--- src/rtl/jk_pkg.sv ---
// Shared definitions for the JK counter bank: operating modes and the
// per-cell JK action encoding.
package jk_pkg;

    localparam logic [1:0] MODE_HOLD = 2'b00;
    localparam logic [1:0] MODE_JK   = 2'b01;
    localparam logic [1:0] MODE_UP   = 2'b10;
    localparam logic [1:0] MODE_DN   = 2'b11;

    typedef enum logic [1:0] {
        ACT_HOLD = 2'b00,
        ACT_SET  = 2'b01,
        ACT_RST  = 2'b10,
        ACT_TGL  = 2'b11
    } jk_action_t;

    // Map active-low J/K inputs to the action a cell performs on the next edge.
    function automatic jk_action_t jk_decode(input logic invj, input logic invk);
        jk_action_t act;
        unique case ({invj, invk})
            2'b11:   act = ACT_HOLD;  // j=0, k=0
            2'b01:   act = ACT_SET;   // j=1, k=0
            2'b10:   act = ACT_RST;   // j=0, k=1
            default: act = ACT_TGL;   // j=1, k=1
        endcase
        return act;
    endfunction

endpackage

--- src/rtl/jk_cell.sv ---
// One JK storage bit with synchronous reset, clock enable and an encoded
// action input.
module jk_cell
    import jk_pkg::*;
(
    input  logic       cp,
    input  logic       rst,
    input  logic       ce,
    input  jk_action_t act,
    output logic       q
);

    // Reset wins over enable; otherwise apply the requested JK action.
    always_ff @(posedge cp) begin
        // NOTE: registered state is always written with <=; a blocking = here
        // would let readers in other always_ff blocks see the new value early.
        if (rst) begin
            q <= 1'b0;
        end else if (ce) begin
            unique case (act)
                ACT_SET:  q <= 1'b1;
                ACT_RST:  q <= 1'b0;
                ACT_TGL:  q <= ~q;
                default:  q <= q;
            endcase
        end
    end

endmodule

--- src/rtl/jk_counter_bank.sv ---
// WIDTH-bit bank of JK cells usable either as independent JK flip-flops or
// as a cascadable modulo-MODULUS up/down counter digit.
module jk_counter_bank
    import jk_pkg::*;
#(
    parameter int WIDTH   = 4,
    parameter int MODULUS = 10
) (
    input  logic             CP,
    input  logic             RST,
    input  logic             CE,
    input  logic [1:0]       MODE,
    input  logic [WIDTH-1:0] INVJ,
    input  logic [WIDTH-1:0] INVK,
    input  logic             CI,
    output logic [WIDTH-1:0] Q,
    output logic [WIDTH-1:0] INVQ,
    output logic             CO,
    output logic             WRAP
);

    // Limits held at WIDTH+1 bits so MODULUS = 2^WIDTH stays representable.
    localparam logic [WIDTH:0] MOD_M1  = (WIDTH+1)'(MODULUS - 1);
    localparam logic [WIDTH:0] MOD_LIM = (WIDTH+1)'(MODULUS);

    logic [WIDTH-1:0] q_int;
    logic [WIDTH-1:0] count_val;
    logic             up_term;
    logic             dn_term;
    logic             wrap_evt;
    jk_action_t       act [WIDTH];

    // Terminal detection; out-of-range values count as terminal in both directions.
    always_comb begin
        up_term = ({1'b0, q_int} >= MOD_M1);
        dn_term = (q_int == '0) || ({1'b0, q_int} >= MOD_LIM);
    end

    // Next counter value and per-cell actions for the selected mode.
    always_comb begin
        // NOTE: every output of this block gets a default first so no path
        // leaves a signal unassigned, which would infer a latch.
        count_val = q_int;
        wrap_evt  = 1'b0;
        for (int i = 0; i < WIDTH; i++) begin
            act[i] = ACT_HOLD;
        end

        unique case (MODE)
            MODE_UP: if (CI) begin
                count_val = up_term ? '0 : q_int + 1'b1;
                wrap_evt  = up_term;
            end
            MODE_DN: if (CI) begin
                count_val = dn_term ? MOD_M1[WIDTH-1:0] : q_int - 1'b1;
                wrap_evt  = dn_term;
            end
            default: ;
        endcase

        for (int i = 0; i < WIDTH; i++) begin
            if (MODE == MODE_JK) begin
                act[i] = jk_decode(INVJ[i], INVK[i]);
            end else if (MODE[1] && CI) begin
                act[i] = count_val[i] ? ACT_SET : ACT_RST;
            end
        end
    end

    // The storage itself: one JK cell per bit, all sharing reset and enable.
    for (genvar g = 0; g < WIDTH; g++) begin : g_cell
        jk_cell u_cell (
            .cp  (CP),
            .rst (RST),
            .ce  (CE),
            .act (act[g]),
            .q   (q_int[g])
        );
    end

    // One-cycle pulse after any edge on which the counter wrapped.
    always_ff @(posedge CP) begin
        if (RST) begin
            WRAP <= 1'b0;
        end else begin
            WRAP <= CE & wrap_evt;
        end
    end

    // Carry out is combinational so the next digit steps on the same edge.
    always_comb begin
        Q    = q_int;
        INVQ = ~q_int;
        CO   = CE & CI & MODE[1] & (MODE[0] ? dn_term : up_term);
    end

endmodule

--- config.mk ---
export PLATFORM = sky130hd
export DESIGN_NAME = jk_counter_bank
export DESIGN_NICKNAME = d
export VERILOG_FILES = /design/src/rtl/jk_pkg.sv /design/src/rtl/jk_cell.sv /design/src/rtl/jk_counter_bank.sv
export SDC_FILE = /design/constraint.sdc
export NUM_CORES = 1
export LEC_CHECK = 0
export CAP_MARGIN = 20
export CORE_UTILIZATION = 40
export CTS_CLUSTER_DIAMETER = 60
export DETAILED_ROUTE_END_ITERATION = 8
export GPL_TIMING_DRIVEN = 0
export PLACE_DENSITY = 0.74
export RECOVER_POWER = 100
export SYNTH_ARGS = -nofsm -noshare
export SYNTH_HDL_FRONTEND = slang
export SYNTH_SLANG_ARGS = --single-unit
--- constraint.sdc ---
create_clock -name CP -period 2.1 [get_ports CP]
set_clock_uncertainty 0.05 [all_clocks]
set_input_delay 0.525 -clock CP [delete_from_list [all_inputs] [get_ports CP]]
set_output_delay 0.525 -clock CP [all_outputs]
set_load 0.01 [all_outputs]
==> run summary, run 1 <==
Implementation run completed; key figures follow.

Layout:
- The run gives the multi-input gate area in the final layout as roughly 470 sq um.
- The final report lists a non-filler cell total of 125.
- In the final layout, the share of cells above drive strength 1 is 30.9%.
- The run puts the combinational share of cell area at between 40% and 50%.
- The run puts the number of diodes added for antenna fixing at 0.
- Per the final report, the share of cell area in clock cells is 2.66%.
- The run gives the commonest non-fill, non-tap cell in the layout as clkdlybuf4s50_1.
- The run gives the cell area after layout as 988 sq um.
- The run gives the number of fillers in the final layout as around 110.
- The run gives the number of inverters outside the clock class in the layout as 5.
- The run gives the number of flip-flops in the largest register as 4.
- The most common logic cells in the final layout are 17 x clkdlybuf4s50_1, 11 x buf_4, 5 x nor2_1.
- The run puts the layout overhead on the synthesized area at 66.0%.
- More flip-flops sit in one register than any other, and that register is g_cell.u_cell.q.
- Non-clock buffering takes up between 30% and 40% of total cell area after layout.
- Multi-input combinational cells in the finished layout were counted as 58.

GRT:
- The run gives the total global routing track utilization as between 20 and 30%.
- For this run the aggregate overflow at the end of global routing stands at 0.
- The run puts the first-pass GRT wire length at 2750 microns.
- The layer flagged by global routing as most heavily used is met2.
- The initial antenna violation count came to 0.
- Entering global routing, the biggest net connects 11 pins.

Clock tree:
- The run puts the buffer depth of the longest clock path at 2.
- The run gives the library cell used as clock root buffer as clkbuf_4.
- Buffers inserted during clock tree synthesis total 3.
- The run gives the insertion delay to the later sink of the worst-skew pair as 0.24 ns.
- The run puts the total clock sinks at 5.
- The run gives the hold buffer count at cts as 0.
- Per the CTS log, the maximum H-tree level is 1.
- TritonCTS built the clock tree.
- The run gives the clock transition time at the flip-flop clock pins of the worst setup and hold paths as about 0.040 ns.

Setup path:
- Among cell families on the critical path, the largest total delay comes from flip-flops.
- Among all stages on the critical path, the largest delay is contributed by dfxtp_4.
- Counting cells, the worst reg-to-reg path comes to 7.
- The most critical setup path has its endpoint at CO.
- Across all register-to-register paths, the minimum setup slack is around 0.17 ns.
- The worst setup path is captured at a primary output.
- The run gives the launch point of the critical path as g_cell[0].u_cell.q.

Route:
- The run puts the number of optimization iterations in the first detailed-route pass at 4.
- The run puts the via count normalized by instance count at approximately 6.
- The run puts the average wire per standard cell at 15.4 microns.
- The run gives the detailed-route wire length as approximately 1900 microns.
- The run puts the met2 routed wirelength at 930 microns.
- The run puts the via count at 750.

Power and ir drop:
- The run gives the power in combinational cells as roughly 180 uW.
- Of all power groups, the one with the highest power is combinational cells.
- The run puts the final total power at about 400 uW.
- The run puts the fraction of power consumed by sequential logic at a little over a quarter.
- The run gives the leakage power as 0.412 nW.
- The run gives the net switching share of the total power as between 30% and 40%.
- The clock network power reported by the tool is around 110 uW.

Final timing:
- Of the available clock period, the critical path in the final layout requires 104%.
- The run gives the setup TNS after final layout as -0.0786 ns.
- The run gives the clock period minus worst slack as roughly 2.2 ns.
- From the final report, the count of setup violators was given as 1.
- The run puts the setup slack of the critical path after layout at -0.0786 ns.
- Counting pins that exceed their max-slew limit in the final report gives 0.
- The run gives the highest achievable clock rate as between 0.4 and 0.5 GHz.

Die:
- The run gives the fraction of the core area occupied by cells at floorplan as between 40% and 50%.
- The run gives the width of the die as between 40 and 50 microns.
- The run gives the number of ports placed on the die boundary as 24.
- The chip occupies 1650 sq um.

Synth:
- The run gives the dominant kind of combinational cell as AND-OR/OR-AND gates.
- The run gives the synthesis-stage register bit count as 5.
- According to the Yosys statistics, the synthesized design has a chip area of about 600 sq um.
- After synthesis, the cell types taking the most area are dfxtp_1 17%, ha_1 11%, a221oi_2 5.0%, buf_4 5.0%, buf_2 4.2%.
- The run puts the number of instances in the synthesized netlist at 77.
- In the Yosys stats the netlist draws on 36 distinct library cells.
- The run gives the cell count listed in synth_stat.txt as 77.
- The run gives the share of synthesized area occupied by flip-flops and latches as 16.8%.
- The run gives the post-synthesis cell area as 596 sq um.
- Counting instances in the post-synthesis netlist gives the leading cell types as 5 x buf_2, 5 x dfxtp_1, 5 x ha_1, 5 x nor2_1.

Placement:
- The run puts the count of placed standard cells including taps at 114.
- The run gives the cell area after placement as between 800 and 900 sq um.
- The pre-CTS setup check shows a worst slack of -0.566 ns.
- The run gives the weighted congestion reported at the end of routability-driven placement as just under 0.8.

Status:
- The flow ran to the end, but the final reports show violations.
- The final reports fail on negative setup slack.

Hold path:
- The run gives the end point of the worst hold path as g_cell[1].u_cell.q.
- The worst hold path belongs to the class register to register.
- Counting instances, the worst hold path has a depth of 3.

Job:
- Warnings raised by the tools during the run amount to 32.
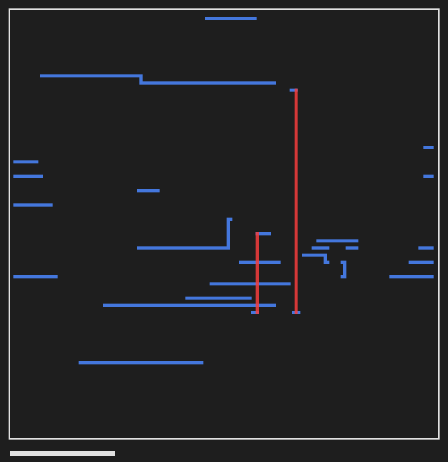
Fig. 1. Wiring by layer (run 1).
The bar under the picture is 10 microns long. Two of the layers only.
color	layer	wire length
red	met4	28.6 microns
blue	met3	118 microns

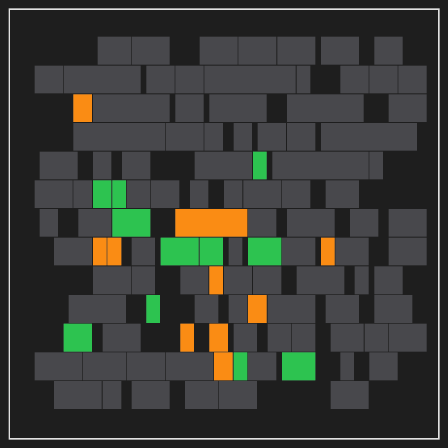
Fig. 2. Logic cells by family (run 1).
color	family	cells
orange	NOR gates	10
green	NAND gates	11

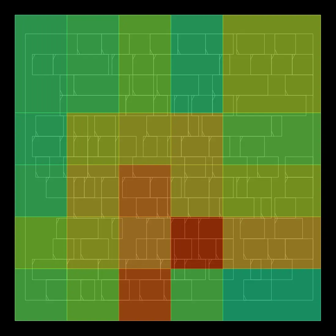
Fig. 3. Congestion heat map (run 1).
Global Route met2 Usage: 43.3%
final core occ: 73.2%

==> run 2: changes to the inputs <==
--- a/config.mk
+++ b/config.mk
@@ -5,7 +5,6 @@
 export SDC_FILE = /design/constraint.sdc
 export NUM_CORES = 1
 export LEC_CHECK = 0
-export CAP_MARGIN = 20
 export CORE_UTILIZATION = 40
 export CTS_CLUSTER_DIAMETER = 60
 export DETAILED_ROUTE_END_ITERATION = 8
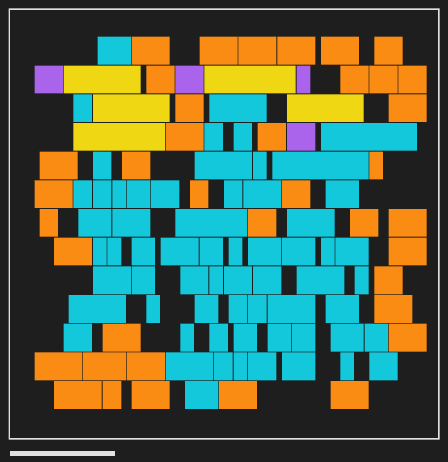
Fig. 4. Placed cells, one color a class (run 2).
The bar under the picture is 10 microns long.
color	class	cells
orange	other buffers and delay cells	38
purple	clock drivers and dummy loads	4
cyan	all other logic	63
yellow	flip-flops	5

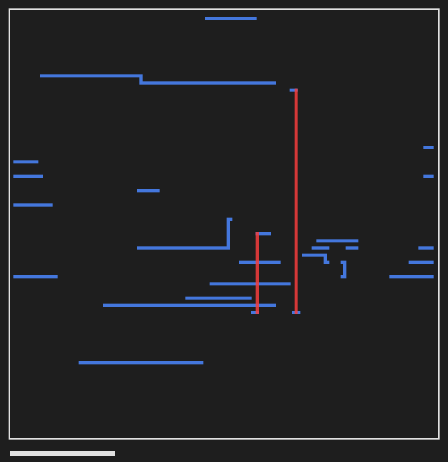
Fig. 5. Wiring by layer (run 2).
The bar under the picture is 10 microns long. Two of the layers only.
color	layer	wire length
blue	met3	118 microns
red	met4	28.6 microns

==> run summary, run 2 <==
Implementation run completed; key figures follow.

Status:
- Outcome: finished, violations left (unchanged).
- Failing checks: negative setup slack (unchanged).

Placement:
- The run puts the weighted congestion reported at the end of routability-driven placement at 0.788 (unchanged).
- The run gives the cell area after placement as 835 sq um (unchanged).
- The total half-perimeter wirelength after legalization and detailed placement came to 1250 microns (unchanged).
- The run gives the worst setup timing slack at the placement stage as -0.566 ns (unchanged).
- The run gives the count of placed standard cells including taps as 114 (unchanged).

Layout:
- The final design utilization was 73.2% (unchanged).
- The run gives the number of fillers in the final layout as 110 (unchanged).
- Top cells excl fill/tap: 17 x clkdlybuf4s50_1, 11 x buf_4, 5 x nor2_1 (unchanged).
- The share of cells above drive strength 1 came to 30.9% (unchanged).
- The run puts the number of sequential cells in the layout at 5 (unchanged).
- The area fraction of clock buffers and clock inverters was 2.66% (unchanged).
- The count of buffers not belonging to the clock network in the layout is 38 (unchanged).
- The register area is 108 sq um (unchanged).
- The dominant kind of cell by area was logic gates (unchanged).
- The run gives the fraction of area in registers as 10.9% (unchanged).
- The run puts the final cell count without fillers at 125 (unchanged).
- The register ranked first by flip-flop count was g_cell.u_cell.q (unchanged).
- The run gives the layout overhead on the synthesized area as 66.0% (unchanged).
- The run puts the combinational share of cell area at 48.0% (unchanged).
- The multi-input gate area in the final layout is 474 sq um (unchanged).
- The number of multi-input logic gates was 58 (unchanged).
- The cell area after layout is 988 sq um (unchanged).
- The run puts the non-clock buffer contribution to total cell area at 33.9% (unchanged).
- The run gives the commonest non-fill, non-tap cell in the layout as clkdlybuf4s50_1 (unchanged).
- The run puts the final net count at 130 (unchanged).
- The run gives the number of inverters outside the clock class in the layout as 5 (unchanged).
- The run puts the number of flip-flops in the largest register at 4 (unchanged).
- The run puts the number of clock buffers in the layout at 4 (unchanged).
- The run puts the number of diodes added for antenna fixing at 0 (unchanged).

Final timing:
- The setup TNS after final layout was -0.0786 ns (unchanged).
- The run gives the highest achievable clock rate as 0.459 GHz (unchanged).
- The run gives the final-report hold violation count as 0 (unchanged).
- The run puts the worst slew margin relative to its limit at 71.7% (unchanged).
- The fraction of the cycle the final worst path needs was 104% (unchanged).
- The run puts the setup slack of the critical path after layout at -0.0786 ns (unchanged).
- The actual slew at the worst max-slew pin is 0.413 ns (unchanged).
- The run gives the clock period minus worst slack as 2.18 ns (unchanged).
- The number of slew-limit violations in the final report is 0 (unchanged).
- The tightest hold margin came to 0.567 ns (unchanged).
- The run puts the number of endpoints failing setup at the final stage at 1 (unchanged).

Synth:
- The share of synthesized area occupied by flip-flops and latches is 16.8% (unchanged).
- The cell count listed in synth_stat.txt was 77 (unchanged).
- The run gives the distinct cell type count of the synthesized netlist as 36 (unchanged).
- The run gives the share of synthesized cell area in full adder, half adder and majority cells as 10.5% (unchanged).
- The run puts the share of synthesized area spent on multiplexers at 1.68% (unchanged).
- The run gives the summed standard-cell area reported by yosys as 596 sq um (unchanged).
- The predominant post-synthesis flop cell is dfxtp_1 (unchanged).
- The run gives the post-synthesis cell area as 596 sq um (unchanged).
- The tally of yosys warning messages came to 0 (unchanged).
- The async set or reset register ratio after synthesis is 0% (unchanged).
- The share of synthesized cell area in and, or, nand and nor gates came to 25.8% (unchanged).
- The run gives the library cell with the largest summed area after synthesis as dfxtp_1 (unchanged).
- Most area-consuming cells after synthesis: dfxtp_1 17%, ha_1 11%, a221oi_2 5.0%, buf_4 5.0%, buf_2 4.2% (unchanged).
- The synthesis-stage register bit count is 5 (unchanged).
- The run gives the post-synthesis xor/xnor area fraction as 0% (unchanged).
- The dominant kind of combinational cell is AND-OR/OR-AND gates (unchanged).
- Top cells by instance count after synthesis: 5 x buf_2, 5 x dfxtp_1, 5 x ha_1, 5 x nor2_1 (unchanged).
- The number of instances in the synthesized netlist is 77 (unchanged).
- The run gives the post-synthesis area per instance as 7.73 sq um (unchanged).

Setup path:
- The cell at the slowest stage of the critical path was dfxtp_4 (unchanged).
- The run gives the endpoint type of the worst setup path as a primary output (unchanged).
- The run gives the largest fanout on the critical path as 5 (unchanged).
- The family of cells with the greatest summed delay on the critical path was flip-flops (unchanged).
- The run gives the startpoint of the worst register-to-register path as g_cell[1].u_cell.q (unchanged).
- The worst endpoint data arrival time was 1.60 ns (about the same).
- The run gives the worst stage delay on the critical path as 0.38 ns (about the same).
- Cell chain of the critical path: inv_6 > ha_4 > o31a_1 > or2_1 > nand2_1 > a21oi_2 > buf_2 (unchanged).
- The endpoint of the worst setup timing path is CO (unchanged).
- The critical register-to-register path endpoint is g_cell[2].u_cell.q (unchanged).
- The reg-to-reg setup timing slack came to 0.17 ns (about the same).
- The number of cells on the worst reg-to-reg path is 7 (unchanged).
- The run puts the instance count on the critical path at 7 (unchanged).
- The run gives the required time at the endpoint of the critical path as 1.52 ns (about the same).
- The launch point of the critical path is g_cell[0].u_cell.q (unchanged).
- The run gives the critical setup path kind as register to primary output (unchanged).

Power and ir drop:
- The leakage power was 0.412 nW (unchanged).
- The run gives the power per cell area as 405 nW/um^2 (unchanged).
- The combinational share of power was 45.9% (about the same).
- The final total power was 400 uW (unchanged).
- The run gives the clock distribution power as 109 uW (about the same).
- The run puts the worst-case vdd ir drop at 0.000497 V (unchanged).
- The fraction of power consumed by sequential logic came to 26.9% (about the same).
- The net switching share of the total power came to 32.8% (unchanged).
- The group drawing the most power is combinational cells (unchanged).
- The run puts the clock power share at 27.2% (about the same).
- The cell-internal power is 269 uW (unchanged).
- The power in combinational cells was 184 uW (about the same).

Clock tree:
- The run gives the TritonCTS clock tree as done (unchanged).
- The total clock sinks came to 5 (unchanged).
- The run puts the hold buffer count at cts at 0 (unchanged).
- The library cell used as clock root buffer was clkbuf_4 (unchanged).
- The run gives the H-tree depth as 1 (unchanged).
- The run puts the post-CTS setup-driven buffer insertion count at 7 (unchanged).
- The run gives the insertion delay to the later sink of the worst-skew pair as 0.24 ns (about the same).
- The clock transition time at the flip-flop clock pins of the worst setup and hold paths came to 0.04 ns (about the same).
- The clock buffer count from CTS came to 3 (unchanged).
- The run gives the buffer depth of the longest clock path as 2 (unchanged).

Hold path:
- The run gives the cell depth of the worst min-delay path as 3 (unchanged).
- The run gives the type of the tightest min-delay check as register to register (unchanged).
- The end point of the worst hold path is g_cell[1].u_cell.q (unchanged).

Job:
- The run gives the tool warning count as 32 (unchanged).

GRT:
- The total global routing track utilization came to 25.5% (unchanged).
- The first-pass GRT wire length was 2750 microns (unchanged).
- The initial antenna violation count was 0 (unchanged).
- The run puts the met2 capacity usage during global routing at 43.3% (unchanged).
- The pin count of the biggest net entering global routing was 11 (unchanged).
- The run gives the total congestion overflow as 0 (unchanged).

Route:
- The via count normalized by instance count came to 6.00 (unchanged).
- The average wire per standard cell came to 15.4 microns (unchanged).
- The run puts the DRC marker count from the first detailed-route iteration at 6 (unchanged).
- The run puts the detailed-route wire length at 1920 microns (unchanged).
- The number of optimization iterations in the first detailed-route pass is 4 (unchanged).
- The met2 routed wirelength came to 930 microns (unchanged).
- The run puts the via count at 750 (unchanged).

Die:
- The run gives the count of standard-cell rows as 13 (unchanged).
- The well tap count is 15 (unchanged).
- The number of ports placed on the die boundary is 24 (unchanged).
- The run puts the fraction of the core area occupied by cells at floorplan at 44.1% (unchanged).
- The run gives the total die area as 1650 sq um (unchanged).
- The run gives the width of the die as 40.6 microns (unchanged).
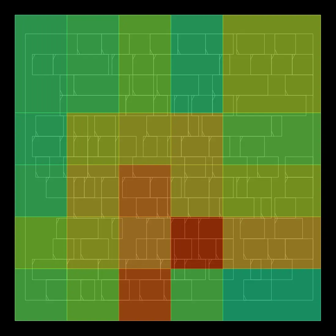
Fig. 6. Congestion heat map (run 2).
grt peak-use layer: met2
met1 track demand over resource: 33.9%

Power and IR drop assume default switching activity.
